Fig. 1: run 1, placement by cell class
Bar = 20 um.
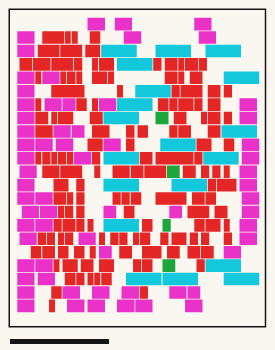
Fig. 2: run 1, sizing map
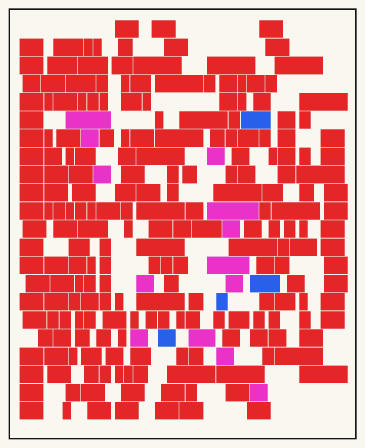
Fig. 3: run 1, nets reached from selected ports
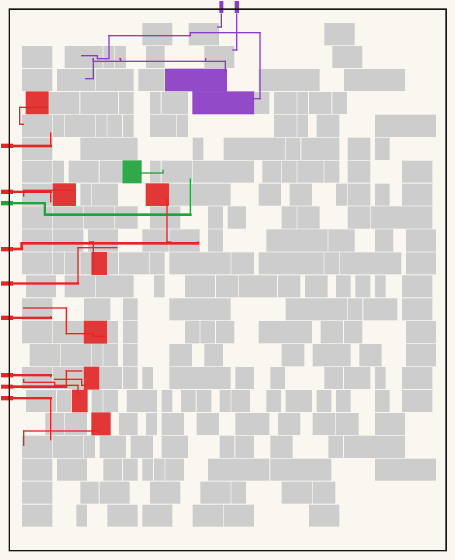
Fig. 4: run 1, routing congestion
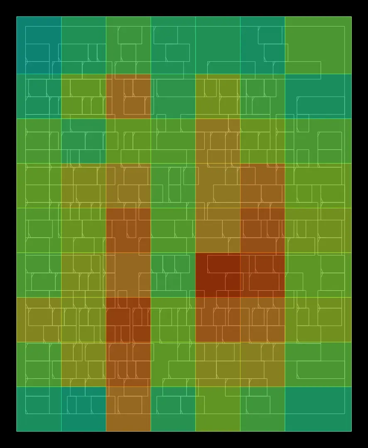
Design pc_sequencer, sky130hd; sources not shown.
==> summary.rpt, run 1 <==
STATUS
-------------------------------------------------------------------------------
Result of the run                                                  complete, no violations

PWR
-------------------------------------------------------------------------------
Design internal power                                                    383 uW
Combinational fraction of design power                                    44.6%
Clock group share of total power                                          17.3%
Sequential fraction of design power                                       38.1%
Switching part of the total power                                         32.5%
Net load switching power                                                 184 uW
Power Density                                                        278 mW/mm2
VDD IR-drop max                                                        0.257 mV

WORST SETUP PATH
-------------------------------------------------------------------------------
R2r setup slk                                                           1770 ps
Setup crit end kind                                                  output pin
CP max FO                                                                     7
Required arrival time at the worst endpoint                             3160 ps
Crit path arrival time                                                  2900 ps
Max stage delay cell, worst path                                   sky130_fd_sc_hd__clkdlybuf4s50_1
Sequence of cells on the critical path                             clkdlybuf4s50_1 -> or3b_1 -> nor2_1 -> nor2_1 -> a211oi_1 -> clkdlybuf4s50_1
Depth of the most critical reg-to-reg path                                    7
Worst setup path category                                          input port to output pin
Maximum cell stage delay along the critical path                         570 ps
Worst setup SP type                                                  input port

SYNTH
-------------------------------------------------------------------------------
Top flip-flop cell by instance count after synthesis               sky130_fd_sc_hd__dfxtp_1
Summed standard-cell area reported by yosys                         0.00142 mm2
Async S/R FF share, synth                                                    0%
Number of synthesized register bits                                          19
Syn_nets                                                                    213
Top post-synthesis cells by area                                   sky130_fd_sc_hd__dfxtp_1 (27%), sky130_fd_sc_hd__a21oi_1 (6.7%), sky130_fd_sc_hd__ha_1 (5.3%)
Top cells by count                                                 sky130_fd_sc_hd__a21oi_1 (19), sky130_fd_sc_hd__dfxtp_1 (19), sky130_fd_sc_hd__nand2_1 (13), sky130_fd_sc_hd__o21ai_0 (13), sky130_fd_sc_hd__nor2_1 (11)
Number of cells in Yosys stat                                               176
Number of instances in the synthesized netlist                              176
Mapped Avg Cell Area                                                   8.05 um2
Sequential-to-total area share from yosys stat                            26.8%
Netlist Area Pre-Place                                              0.00142 mm2
Number of enable flip-flop cells                                              0
Yosys top cell area share                                                 26.8%
Leading area contributor after synthesis                           sky130_fd_sc_hd__dfxtp_1
Post-synthesis cell type count                                               44
Synthesis warning total                                                       0

GRT
-------------------------------------------------------------------------------
Largest net degree at the start of global routing                            21
Wire length of the first global-routing pass                            5370 um
GR Overflow Total                                                             0
Via count of the first global-routing pass                                 1267
Antenna violations before repair                                              0
Total GRT Usage                                                           20.9%

CLOCK NETWORK
-------------------------------------------------------------------------------
Number of instances resized during post-cts repair                            0
Total of hold buffers inserted after clock tree synthesis                     0
CTS clock-pin slew for the worst setup and hold paths                    110 ps
Clock Latency Late Sink                                                  300 ps
TritonCTS clock tree                                                        yes
Clock sink total                                                             19
Post-CTS setup buffer count                                                   0
Htree depth                                                                   1
Maximum buffer depth of the clock tree                                        2
Number of CTS-inserted buffers                                                3
Root Buffer                                                        sky130_fd_sc_hd__clkbuf_4

TIMING
-------------------------------------------------------------------------------
Max-slew violations                                                           0
Final period demand of the worst path                                   3690 ps
Top achievable clock speed                                              271 MHz
Worst-case hold slack                                                    502 ps
Final hold viol count                                                         0
Total setup violations reported at the end of the flow                        0
Clock skew after layout                                                 3.84 ps
Post-layout period usage of the worst path                                93.4%
Setup repair after global routing missed its margin                          no
Final setup TNS                                                            0 ps

DIE
-------------------------------------------------------------------------------
Die boundary height                                                     64.1 um
Die ar.                                                             0.00331 mm2
Overall die width                                                       51.7 um
Init Core Util                                                            48.1%

PLACE
-------------------------------------------------------------------------------
Cell area reported after detailed placement                         0.00201 mm2
Final GP Congestion                                                       0.806
Worst slack at placement                                                 267 ps
Final HPWL from detailed placement                                      2530 um

LAYOUT
-------------------------------------------------------------------------------
Count of nets after finishing                                               270
Number of antenna cells inserted                                              0
Max reg flops                                                                16
Most numerous logic cells after layout                             sky130_fd_sc_hd__clkdlybuf4s50_1 (58), sky130_fd_sc_hd__a21oi_1 (19), sky130_fd_sc_hd__dfxtp_1 (19)
Share of layout cells above drive strength 1                              7.33%
Most instantiated logic cell after routing                         sky130_fd_sc_hd__clkdlybuf4s50_1

ROUTING
-------------------------------------------------------------------------------
Routed Wire Length                                                      3280 um
Iteration count of the initial detailed-routing pass                          4
Via count                                                                  1530
Number of DRC markers after the initial detailed-route iteration             22
Post-DRT Antenna Nets                                                         0
DRC viols                                                                     0
Average vias per placed instance                                           5.71

MIN PATH
-------------------------------------------------------------------------------
Path category of the worst min-delay check                         flip-flop to flip-flop

RUN
-------------------------------------------------------------------------------
Max-capacitance violation count                                               0
Total tool warning count                                                     29

## Picture notes: Fig. 1
- flops: cyan (cells 19; share of their area 19%)
- clock drivers and dummy loads: green (cells 4; share of their area 1.4%)
- other buffers and delay cells: magenta (cells 64; share of their area 31%)
- all other logic: red (cells 145; share of their area 48%)
area inside the core boundary: 0.00295 mm2
post-route standard cell area excluding fillers: 0.00204 mm2
Placement Rows: 22
Final Util: 69.2%
sequential share of cell area: 18.7%

## Picture notes: Fig. 2
- drive 2: blue (cells 4; share 1.7%)
- drive 1 or less: red (cells 215; share 93%; most used clkdlybuf4s50_1)
- drive 3 to 4: magenta (cells 13; share 5.6%; most used buf_4)
count of plain and timing-repair buffers: 64
area grow syn2layout: 43.8%
post-layout worst setup margin: 262 ps

## Picture notes: Fig. 3
- `fetch_valid`: green (bits 1; direction output; edge west; end cells 1; buffers 1; wire 29.6 um)
- `pc_d`: red (bits 8; direction output; edge west; end cells 8; buffers 8; wire 137 um)
- `state`: purple (bits 2; direction output; edge north; end cells 2; buffers 2; wire 61.4 um)
number of I/O pins: 60
input/output buffers: 58

## Picture notes: Fig. 4
routing usage on met2: 37.3%
met1 capacity usage during global routing: 23.0%
WL/cell: 12.2 um

-- run 1: kinds of logic (layout without fill, tap and decap cells) --
kind of cell	Yosys count	after routing	synth area share, %
simple gates	71	71	31.6
compound gates	54	54	23.7
flops	19	19	26.8
buf+inv	18	74	7.50
fa+ha+maj	6	6	5.30
mux	5	5	3.62
xor+xnor	2	2	1.24
other cells	1	1	0.265
-- run 1: final cells by class --
type	instances	area [um2]
sequential	19	380
fill	231	907
clock inverter	1	5.00
timing repair buffer	64	626
tap	36	45.0
multi-input combinational	139	937
clock buffer	3	22.5
inverter	6	22.5
-- run 1: metal layers --
layer / wire length, um / track usage (%) / share of wire [%]
met5: 0 / 0 / 0
met4: 12 / 7.09 / 0.37
met3: 211 / 5.71 / 6.4
met2: 1640 / 37.3 / 50
met1: 1420 / 23.0 / 43
-- run 1: power by group through the flow --
stage	clock (uW)	combinational, uW	sequential [uW]
5_1_grt	118	277	218
4_1_cts	104	255	216
3_3_place_gp	0	252	220
2_1_floorplan	0	129	222
6_report	98.2	253	216
3_5_place_dp	0	254	220
-- run 1: worst max-delay path: cells and delay by family --
family / cells / cell delay (ps)
AND-OR/OR-AND: 1 / 210
AND/OR/NAND/NOR: 3 / 840
buffers and inverters: 2 / 1050
-- run 1: through the flow --
stage | cells | power [uW]
after floorplan | 176 | 351
after global placement | 264 | 473
after detailed placement | 264 | 474
after CTS | 268 | 576
after global routing | 268 | 613
final | 268 | 567
==> run 1 -> run 2 <==
--- a/config.mk
+++ b/config.mk
@@ -5,7 +5,7 @@
 export SDC_FILE = /design/constraint.sdc
 export NUM_CORES = 1
 export LEC_CHECK = 0
-export CAP_MARGIN = 20
+export CAP_MARGIN = 15
 export CORE_ASPECT_RATIO = 1.25
 export CORE_UTILIZATION = 46
 export DETAILED_ROUTE_END_ITERATION = 6
Fig. 5: run 2, routing congestion
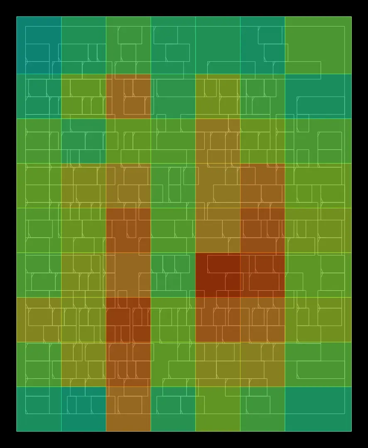
Total GRT Usage: 20.9%
met3 layer usage reported by global route: 5.71%
layer with the highest usage after global routing: met2

Fig. 6: run 2, nets reached from selected ports
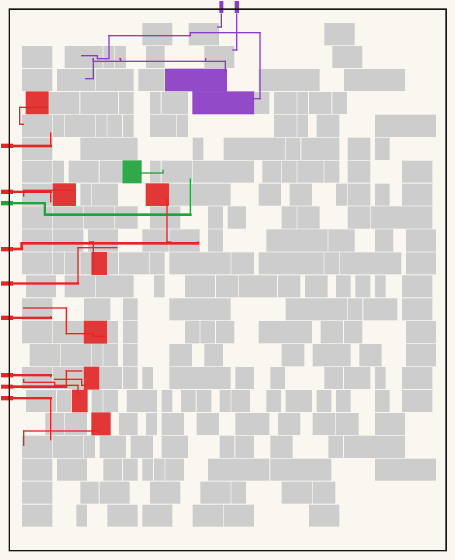
- `fetch_valid`: green (bits 1; direction output; edge west; end cells 1; buffers 1; wire 29.6 um)
- `pc_d`: red (bits 8; direction output; edge west; end cells 8; buffers 8; wire 137 um)
- `state`: purple (bits 2; direction output; edge north; end cells 2; buffers 2; wire 61.4 um)

==> summary.rpt, run 2 <==
CLOCK NETWORK
-------------------------------------------------------------------
Maximum buffer depth of the clock tree                            2   unchanged
Clock Latency Late Sink                                      300 ps   about the same
Root Buffer                                            sky130_fd_sc_hd__clkbuf_4   unchanged
Post-CTS setup buffer count                                       0   unchanged
TritonCTS clock tree                                            yes   unchanged
Number of instances resized during post-cts repair                0   unchanged
Number of CTS-inserted buffers                                    3   unchanged

TIMING
-------------------------------------------------------------------
Final setup TNS                                                0 ps   unchanged
Final period demand of the worst path                       3690 ps   unchanged
Top achievable clock speed                                  271 MHz   unchanged
Clock skew after layout                                     3.84 ps   unchanged
Post-layout period usage of the worst path                    93.4%   unchanged

PLACE
-------------------------------------------------------------------
Input/output buffers                                             58   unchanged
Number of instances in the placed design                        264   unchanged
Final HPWL from detailed placement                          2530 um   unchanged

SYNTH
-------------------------------------------------------------------
Mux area share                                                3.62%   unchanged
Netlist Area Pre-Place                                  0.00142 mm2   unchanged
Number of instances in the synthesized netlist                  176   unchanged
Post-synthesis cell type count                                   44   unchanged
Syn_nets                                                        213   unchanged
Number of enable flip-flop cells                                  0   unchanged
Synthesis warning total                                           0   unchanged
Summed standard-cell area reported by yosys             0.00142 mm2   unchanged
Yosys top cell area share                                     26.8%   unchanged
Top cells by count                                     sky130_fd_sc_hd__a21oi_1 (19), sky130_fd_sc_hd__dfxtp_1 (19), sky130_fd_sc_hd__nand2_1 (13), sky130_fd_sc_hd__o21ai_0 (13), sky130_fd_sc_hd__nor2_1 (11)   unchanged
Number of cells in Yosys stat                                   176   unchanged
Xor/xnor share of the synthesized area                        1.24%   unchanged
Dominant kind of combinational cell                    simple AND/OR/NAND/NOR gates   unchanged
Top post-synthesis cells by area                       sky130_fd_sc_hd__dfxtp_1 (27%), sky130_fd_sc_hd__a21oi_1 (6.7%), sky130_fd_sc_hd__ha_1 (5.3%)   unchanged

DIE
-------------------------------------------------------------------
Init Core Util                                                48.1%   unchanged
Area inside the core boundary                           0.00295 mm2   unchanged
Overall die width                                           51.7 um   unchanged
Placement Rows                                                   22   unchanged
Die boundary height                                         64.1 um   unchanged

GRT
-------------------------------------------------------------------
Routing usage on met2                                         37.3%   unchanged
Met1 capacity usage during global routing                     23.0%   unchanged
Via count of the first global-routing pass                     1267   unchanged
Antenna violations before repair                                  0   unchanged

LAYOUT
-------------------------------------------------------------------
Share of layout cells above drive strength 1                  7.33%   unchanged
Final Util                                                    69.2%   unchanged
Cell Count, Final, Fillers Out                                  268   unchanged
Count of nets after finishing                                   270   unchanged
Number of fill cells                                            231   unchanged
Max reg flops                                                    16   unchanged

PWR
-------------------------------------------------------------------
Combinational fraction of design power                        44.6%   about the same
Switching part of the total power                             32.5%   unchanged

ROUTING
-------------------------------------------------------------------
Iteration count of the initial detailed-routing pass              4   unchanged
Routed Wire Length                                          3280 um   unchanged
Via count                                                      1530   unchanged

STATUS
-------------------------------------------------------------------
Result of the run                                      complete, no violations   unchanged

WORST SETUP PATH
-------------------------------------------------------------------
Top Family by Delay on Critical Path                   buffers and inverters   unchanged
Max stage delay cell, worst path                       sky130_fd_sc_hd__clkdlybuf4s50_1   unchanged
Worst setup SP type                                      input port   unchanged
Maximum cell stage delay along the critical path             570 ps   about the same
Worst setup path category                              input port to output pin   unchanged
Crit path arrival time                                      2900 ps   about the same
Setup crit end kind                                      output pin   unchanged

MIN PATH
-------------------------------------------------------------------
Path category of the worst min-delay check             flip-flop to flip-flop   unchanged

run 2: cell counts after synthesis:
No cell type changed its count.
run 2: per-layer routing:
metal | vias up | share of wire [%] | routed length, um
met1 | 695 | 43 | 1420
met3 | 2 | 6.4 | 211
met4 | 0 | 0.37 | 12
li1 | 783 | - | -
met2 | 50 | 50 | 1640
met5 | - | 0 | 0
run 2: cell type report:
cell class              count  area (um2)  share of cell area [%]
repair buffers             64         626                    30.7
well taps                  36        45.0                    2.21
inverters                   6        22.5                    1.10
multi-input cells         139         937                    46.0
clock buffers               3        22.5                    1.10
flip-flops and latches     19         380                    18.7
clock inverters             1        5.00                   0.246
run 2: logic make-up after synthesis:
group | Yosys count
and+or+nand+nor | 71
AOI/OAI and AO/OA | 54
DFF | 19
buffers and inverters | 18
adders and majority gates | 6
muxes | 5
xor gates and xnor gates | 2
other | 1
run 2: tightest hold or removal path, cell delays in order (launching register included):
cell,delay [ps]
sky130_fd_sc_hd__dfxtp_1,340
sky130_fd_sc_hd__inv_1,50
sky130_fd_sc_hd__a221oi_1,60
run 2: power by group through the flow:
stage	sequential (uW)	clock [uW]	combinational, uW
2_1_floorplan	222	0	129
3_3_place_gp	220	0	252
3_5_place_dp	220	0	254
4_1_cts	216	104	255
5_1_grt	218	118	277
6_report	216	98.2	253
run 2: per-stage QoR:
stage | power [uW] | worst slack (ps) | hold WS, ps
after floorplan | 351 | 1190 | 455
after global routing | 613 | 89.3 | 546
after global placement | 473 | 291 | 479
after CTS | 576 | 257 | 506
after detailed placement | 474 | 267 | 482
final | 567 | 262 | 502
Power is estimated from default activity; no workload was simulated.
